**config.mk**
```make
export PLATFORM = sky130hd
export DESIGN_NAME = minute_tick_gen
export DESIGN_NICKNAME = d
export VERILOG_FILES = /design/src/rtl/minute_tick_gen.sv
export SDC_FILE = /design/constraint.sdc
export NUM_CORES = 1
export LEC_CHECK = 0
export CAP_MARGIN = 20
export CORE_UTILIZATION = 40
export DETAILED_ROUTE_END_ITERATION = 8
export PLACE_DENSITY = 0.72
export SYNTH_ARGS = -nofsm -noshare
export SYNTH_HDL_FRONTEND = slang
export SYNTH_SLANG_ARGS = --single-unit
```
**constraint.sdc**
```tcl
create_clock -name clk -period 1.7 [get_ports clk]
set_clock_uncertainty 0.1 [all_clocks]
set_input_delay 0.51 -clock clk [delete_from_list [all_inputs] [get_ports clk]]
set_output_delay 0.51 -clock clk [all_outputs]
set_load 0.02 [all_outputs]
```
**src/rtl/minute_tick_gen.sv**
```systemverilog
// Timebase for the time-of-day counter: divides clk into single-cycle
// one_second and one_minute strobes, with a fast_watch mode for lab checks.
module minute_tick_gen #(
  parameter int unsigned CLKS_PER_SEC = 256,
  parameter int unsigned SECS_PER_MIN = 60
) (
  input  logic clk,
  input  logic reset,
  input  logic reset_count,
  input  logic fast_watch,
  output logic one_second,
  output logic one_minute
);

  localparam int unsigned SW = $clog2(CLKS_PER_SEC);
  localparam int unsigned MW = $clog2(SECS_PER_MIN);
  localparam logic [SW-1:0] SEC_LAST = SW'(CLKS_PER_SEC - 1);
  localparam logic [MW-1:0] MIN_LAST = MW'(SECS_PER_MIN - 1);

  logic [SW-1:0] sec_div_q, sec_div_d;
  logic [MW-1:0] min_div_q, min_div_d;
  logic          one_second_q, one_second_d;
  logic          one_minute_q, one_minute_d;
  logic          sec_wrap, min_wrap;

  always_comb begin
    sec_wrap     = (sec_div_q == SEC_LAST);
    min_wrap     = sec_wrap && (min_div_q == MIN_LAST);
    sec_div_d    = sec_wrap ? '0 : sec_div_q + SW'(1);
    min_div_d    = min_div_q;
    one_second_d = sec_wrap;
    // fast_watch only matters on a wrap edge; min_div keeps its phase either way
    one_minute_d = fast_watch ? sec_wrap : min_wrap;
    if (sec_wrap) begin
      min_div_d = min_wrap ? '0 : min_div_q + MW'(1);
    end
  end

  always_ff @(posedge clk) begin
    if (reset || reset_count) begin
      sec_div_q    <= '0;
      min_div_q    <= '0;
      one_second_q <= 1'b0;
      one_minute_q <= 1'b0;
    end else begin
      sec_div_q    <= sec_div_d;
      min_div_q    <= min_div_d;
      one_second_q <= one_second_d;
      one_minute_q <= one_minute_d;
    end
  end

  assign one_second = one_second_q;
  assign one_minute = one_minute_q;

endmodule

```
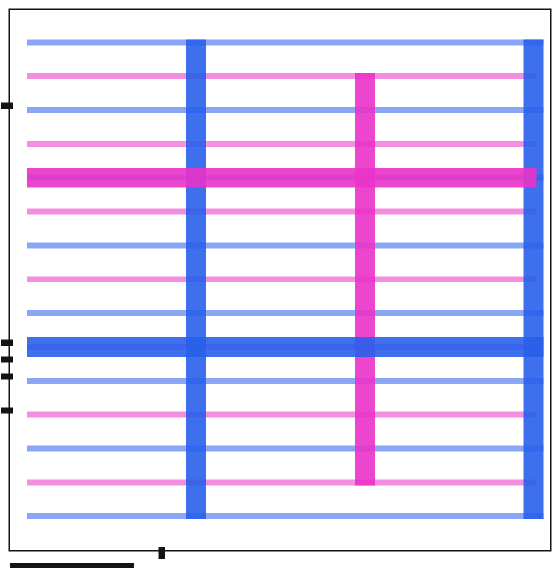
pdn.png
The bar under the picture is 10 um long. Pins as bars on the die edge.
net	colour
VSS	blue
VDD	magenta
signal pins	6
met4 straps	3

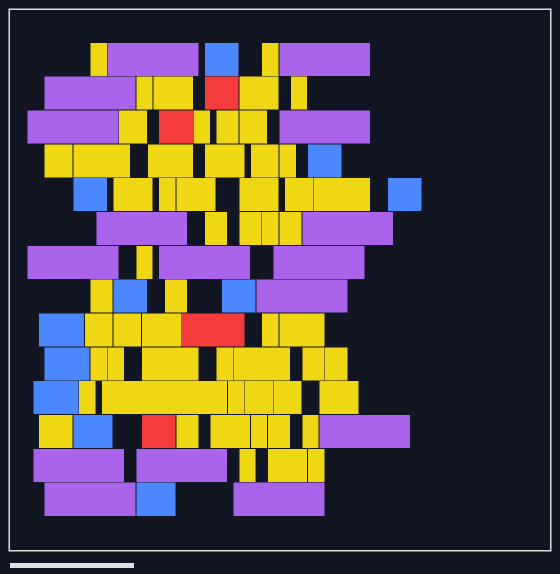
cell_classes.png
The bar under the picture is 10 um long.
class	colour	cells	share of their area
clock drivers and dummy loads	red	4	4.4%
flip-flops	purple	16	39%
other buffers and delay cells	blue	11	11%
all other logic	yellow	56	45%

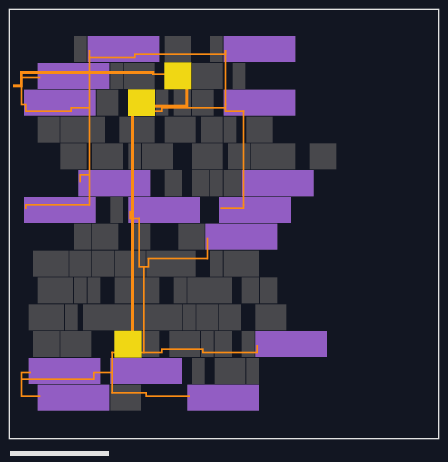
clock_map.png
The bar under the picture is 10 um long.
[cells driving clock nets] yellow | count: 3
[flip-flops] purple | count: 16
[clock wires] orange | length: 201 um
routed clock nets	4

==> notes.md <==
Flow results.

- The number of non-clock buffers in the layout is 11.
- The synthesis report gives the async set-or-reset register share as 0%.
- The cell type that accounts for the most area after synthesis is sky130_fd_sc_hd__dfxtp_1.
- The count of distinct cell types in the synthesized netlist is 25.
- The flow ran to the end, and the final reports show no timing, DRC or antenna violations.
- After synthesis, the most frequently instantiated cells are sky130_fd_sc_hd__dfxtp_1 (16), sky130_fd_sc_hd__nor2_1 (12), sky130_fd_sc_hd__nand2_1 (6), sky130_fd_sc_hd__xnor2_1 (6), sky130_fd_sc_hd__and3_1 (4).
- The slew of the pin with the lowest slew margin is 0.321 ns.
- The normalized max-slew margin is 78.5%.
- Per the final layout report, the fraction of cells sized above drive strength 1 comes to 18.4%.
- Along the critical path, the tally of buffer and inverter instances is 0.
- For reference, the top logic cell family by area is simple AND/OR/NAND/NOR gates.
- The gate count after technology mapping is between 70 and 80.
- Per the OpenROAD floorplan log, the width of the die is about 43 um.
- The yosys synthesis warning count is 0.
- The startpoint of the most critical register-to-register path is sec_div_q[0]$_SDFF_PP0_.
- Before placement the cells fill between 40% and 50% of the core.
- The number of cells on the worst reg-to-reg path is 5.
- The number of antenna violations at the first check in global routing came to 0.
- The initial detailed-routing violation count is 12.
- Data arrives at the worst endpoint at 1.71 ns.
- The die footprint is roughly 1900 sq um.
- Yosys reports a chip area of 686 sq um.
- The final layout contains 94 nets.
- The final hold violation count recorded for this run is 0.
- The layout report lists the multi-input gate area as 367 sq um.
- The critical path crosses 5 cells after its start point.
- Across all layers, the routed design uses 532 vias.
- There are 16 flip-flops and latches.
- The count of placed standard cells including taps is 99.
- The number of max-cap violations is 0.
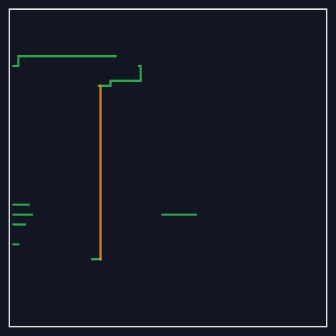
metal_stack.png
Only two layers are drawn.
layer	colour	wire length
met4	orange	23.8 um
met3	green	36.5 um

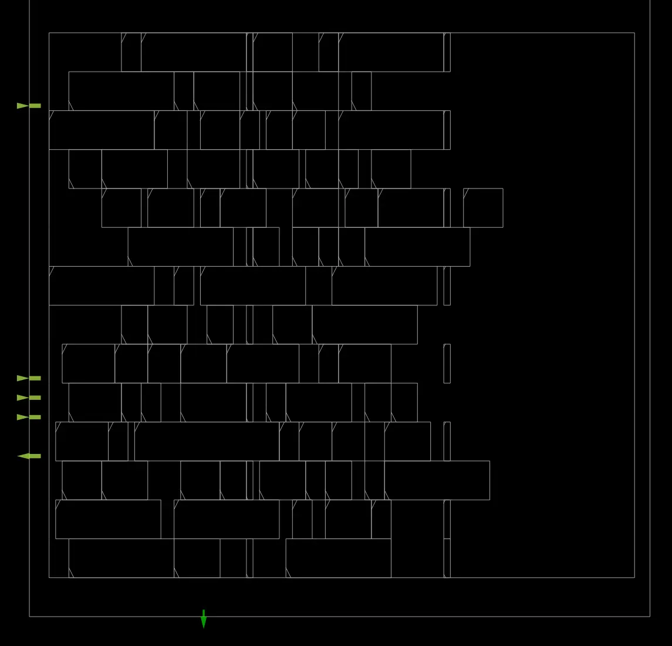
final_placement.png
Filler Cells Inserted: 131
row count: 14

